run_1/placement.png
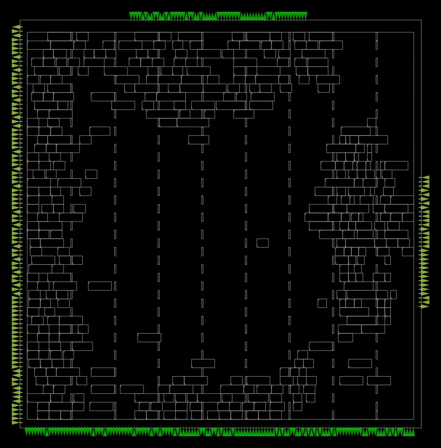
run_1/wires.png
Two of the layers only.
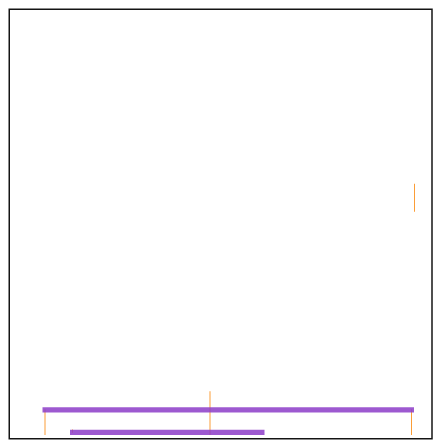
run_1/metal_density.png
25 x 26 tiles, from white (low) to dark blue (high), scaled to the fullest tile. Values are wire area over tile area, all layers added.
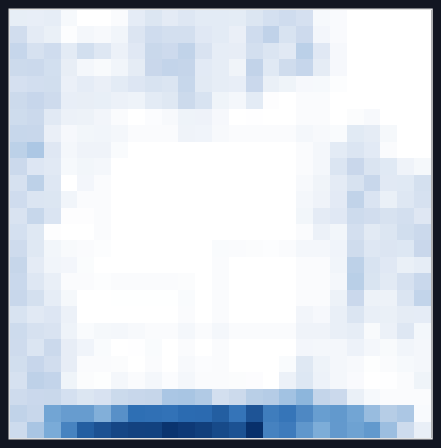
run_1/layer_met2.png
Bar = 50 µm.
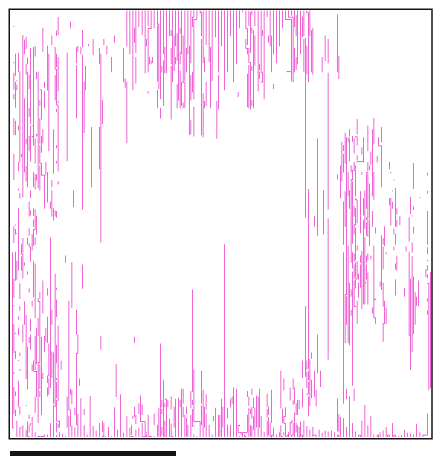
Design dmem_arbiter, sky130hd; sources not shown.
==> run summary, run 1 <==
clk pwr = 0.219 mW
Synth Area in Compound Gates = 42.81%
Comb power = 1.98 mW
Top non-seq family = AND-OR/OR-AND gates
CP max FO = 38
critical path's largest stage delay = 0.39 ns
combinational share of power = 81.8%
Final min period = 2.186 ns
cell family with most CP delay = buffers and inverters
outcome = finished, violations left
placed cell areas = 4598 µm²
flop share of the area = 4.142%
total global routing overflow = 0
hold_buf cts = 0
clk sinks = 8
Pleak = 1.968 nW
Post-synth top cells = a22o_1, buf_4, buf_2
Critical Path RT = 1.44 ns
fraction of area in non-clock buffers = 68.50%
CP dominant cell by count = buf_12
Cell variety after synth = 30
Setup Skew = 0.003844 ns
CTS tree = done
critical-path cell list = inv_2, ha_4, buf_6, a21boi_4, nor2_4, buf_12, a22o_1, buf_12
switching part of the total = 51.41%
Net count, final = 565
Setup CP Type = reg2out
dpl hpwl = 9.960 mm
Post-Synth Simple-Gate Area = 9.556%
Int Power = 1.178 mW
seq pwr = 0.222 mW
failing checks = negative setup slack
combinational share of cell area = 21.41%
DP Cell Count = 559
ys async rst share = 100.0%
EDFF count, synth = 0
Antenna Nets Post-Route = 0
XORs/XNORs by Area = 0%
Max VDD drop = 185.0 µV
Pwr Total = 2.424 mW
htree depth = 1
number of antenna diodes = 0
final slew viol count = 0
Clock-cell share = 0.8543%
Critical Path AT = 1.83 ns
largest net degree at the start of global routing = 39
Final Wtd Congestion = 0.8027
final hold viol count = 0
vias in the first global route = 2,721
initial drt markers = 58
OpenROAD warning count = 28
TritonRoute pass-1 iters = 6
top cells by area = a22o_1, buf_4, dfrtp_1
cts repair resizes = 26
met1 Usage GRT = 15.21%
yosys warning tally = 0
mapped cell area = 1663 µm²
measured slew at the worst slew-check pin = 0.5500 ns
yosys stat area = 1663 µm²
top sig layer = met5
Synth top cell by count = a22o_1
met3 WL = 1.802 mm
Crit. End Element = output pin
Worst-path clk slew = 0.05 ns
io pins = 319
Non-clk invs = 3
number of clock buffers in the layout = 3
Max Buffers Root-to-Sink = 2
GR Util met3 = 8.815%
MI comb cells = 111
Die Height = 129 µm
WL met1 = 4.663 mm
syn avg cell area = 8.273 µm²
worst skew pair latency = 0.23 ns
Post-CTS Repair Setup Buffers = 5
routed wire length on met2 = 5.411 mm
pre-CTS WS = -0.5240 ns
RSZ-0062 raised after global routing = yes
Net Sw Power = 1.246 mW
Area-dominant class = buffers
clk root buf = clkbuf_8
ys cells = 201
largest area contributor in the synthesized netlist = a22o_1
Logic area = 1035 µm²
setup ws final = -0.3862 ns
Maximum Capacitance Violations = 0
Slew HR = 63.49%
Die X = 127 µm
clock share of power = 9.0%
Multiplexer share = 0%
ratio of final minimum period to clock period = 121.5%
worst hold path type = in2async
top cell type's share of synthesized area = 35.29%
fp util = 11.10%
Sequential Power Share = 9.2%
register share after synthesis = 12.04%
# rows = 45
main flop type = dfrtp_1
via density per instance = 4.266
total negative slack = -24.61 ns
highest-count logic cell in the final layout = clkdlybuf4s50_1
top power consumer group = combinational cells
PD cells = 501.6 nW/µm²
fin area = 4833 µm²
FF+latch area = 200.2 µm²
CP Launch Type = register
Fill cells = 1,503
first-pass GRT wire length = 16.41 mm
Final Setup Violations = 70
reg2reg path depth = 7
Non-CTS buffers = 258
reg-to-reg setup timing slack = 0.19 ns
drt drc = 0
Fmax achieved = 0.4574 GHz
Flops after synth = 8
Port Buffers = 222
WP buf/inv = 4
initial antenna violation count = 0
Layout area overhead = 190.7%
GR peak layer = met2
chip area = 16,380 µm²
share of cells above drive strength 1 = 35.77%
critical path's slowest cell = dfrtp_1
Mapped Cells = 201
worst hold margin = 0.2992 ns
Top Layout Cells = clkdlybuf4s50_1, buf_12, a22o_1, buf_4, a22o_4
Stages on worst setup path = 8
Adder Area Share = 1.505%
Notes on placement.png above:
registers: 8
final non-filler cell total: 571
Final Util: 32.27%
Tap Count: 188

Notes on wires.png above:
orange -> metal 4  # wire length 36.7 µm
purple -> metal 5  # wire length 167 µm
Total Routing Usage GR: 13.35%
WL/cell: 21.16 µm
via count: 2,436
final WL: 12.08 mm

Notes on metal_density.png above:
nearly empty tiles = 30%
emptiest ninth of the die = middle
fullest tile = 1.1
tiles over half the peak = 5.5%
mean over tiles = 0.14

Notes on layer_met2.png above:
main direction = vertical
nets with wire on the layer = 518
share of all routed wire = 45%
wire length on this layer = 5,410 µm
longest straight run = 58.0 µm
GR Util met2: 21.00%

run_1/io_fan.png
Bar = 50 µm.
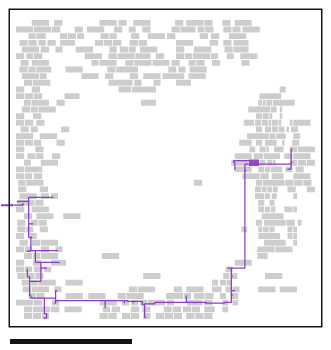

==> inputs of run 2 (changes only) <==
- CELL_PAD_IN_SITES_DETAIL_PLACEMENT: not set -> 0
- CELL_PAD_IN_SITES_GLOBAL_PLACEMENT: not set -> 2
- CORE_AREA: 2 2 125 127 -> not set
- CORE_UTILIZATION: not set -> 10
- CTS_BUF_LIST: sky130_fd_sc_hd__clkbuf_8 -> not set
- DIE_AREA: 0 0 127 129 -> not set
- PLACE_DENSITY: 0.62 -> 0.95
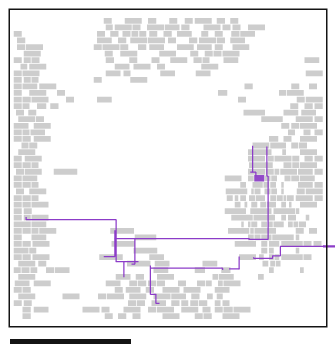
run_2/io_fan.png
Bar = 50 µm.
purple -> b_gnt  # bits 1, direction output, end cells 1, buffers 4, wire 310 µm
io pins: 319
Port Buffers: 222

==> run 2 against run 1 <==
  * The run still ends with negative setup slack left
  * Hold slack better by 0.15 ns
  * Maximum frequency is 1.4% lower
  * Clock skew is 0.0035 ns lower
  * Cell count is 5.8% higher
  * Power is 11% higher
  * Critical endpoint is now mem_addr[4]
  * Largest power group unchanged
==> run summary, run 2 <==
Post-synth top cells = a22o_1, buf_4, buf_2
measured slew at the worst slew-check pin = 0.5560 ns (+0.006074 ns)
clock share of power = 13.7% (+4.7 points)
outcome = finished, violations left
Final Setup Violations = 70 (unchanged)
Top Layout Cells = clkdlybuf4s50_1, buf_12, a22o_4, a22o_1, buf_4
Crit. End Element = output pin
Layout area overhead = 221.7%
vias in the first global route = 2,484 (-8.7%)
number of clock buffers in the layout = 3 (unchanged)
chip area = 17,150 µm² (+4.7%)
ys cells = 201 (unchanged)
Slew HR = 62.93% (-0.56 points)
register share after synthesis = 12.04% (unchanged)
critical-path cell list = inv_2, ha_4, buf_6, a21boi_4, nor2_4, buf_12, clkbuf_16, a22o_4, buf_12
GR Util met2 = 19.95% (-1.0 points)
initial antenna violation count = 0 (unchanged)
main flop type = dfrtp_1
CTS tree = done
largest area contributor in the synthesized netlist = a22o_1
Antenna Nets Post-Route = 0 (unchanged)
Non-CTS buffers = 263 (+1.9%)
met3 WL = 2.177 mm (+21%)
Net Sw Power = 1.297 mW (+4.1%)
worst hold margin = 0.4467 ns (+0.1475 ns)
share of cells above drive strength 1 = 44.85% (+9.1 points)
yosys stat area = 1663 µm² (unchanged)
setup ws final = -0.4183 ns (-0.03206 ns)
Logic area = 1297 µm² (+25%)
Final Util = 33.32% (+1.0 points)
top cell type's share of synthesized area = 35.29% (unchanged)
worst hold path type = in2async
switching part of the total = 48.13% (-3.3 points)
TritonRoute pass-1 iters = 4 (-2)
Synth top cell by count = a22o_1
RSZ-0062 raised after global routing = yes
final WL = 13.02 mm (+7.8%)
failing checks = negative setup slack
top power consumer group = combinational cells
via count = 2,497 (+2.5%)
Stages on worst setup path = 9 (+1)
OpenROAD warning count = 28 (unchanged)
CP Launch Type = register
Max VDD drop = 374.6 µV (+100%)
Post-CTS Repair Setup Buffers = 7 (+2)
CP dominant cell by count = buf_12
fp util = 10.36% (-0.75 points)
WP buf/inv = 5 (+1)
Post-Synth Simple-Gate Area = 9.556% (unchanged)
hold_buf cts = 0 (unchanged)
GR Util met3 = 11.12% (+2.3 points)
Tap Count = 216 (+15%)
Net count, final = 570 (+0.88%)
Die Height = 131.0 µm (+1.5%)
clk pwr = 0.369 mW (+68%)
DP Cell Count = 583 (+4.3%)
Synth Area in Compound Gates = 42.81% (unchanged)
EDFF count, synth = 0 (unchanged)
registers = 8 (unchanged)
dpl hpwl = 9.296 mm (-6.7%)
clk root buf = clkbuf_16
No activity file was given, so power comes from the tool's default toggle rates.
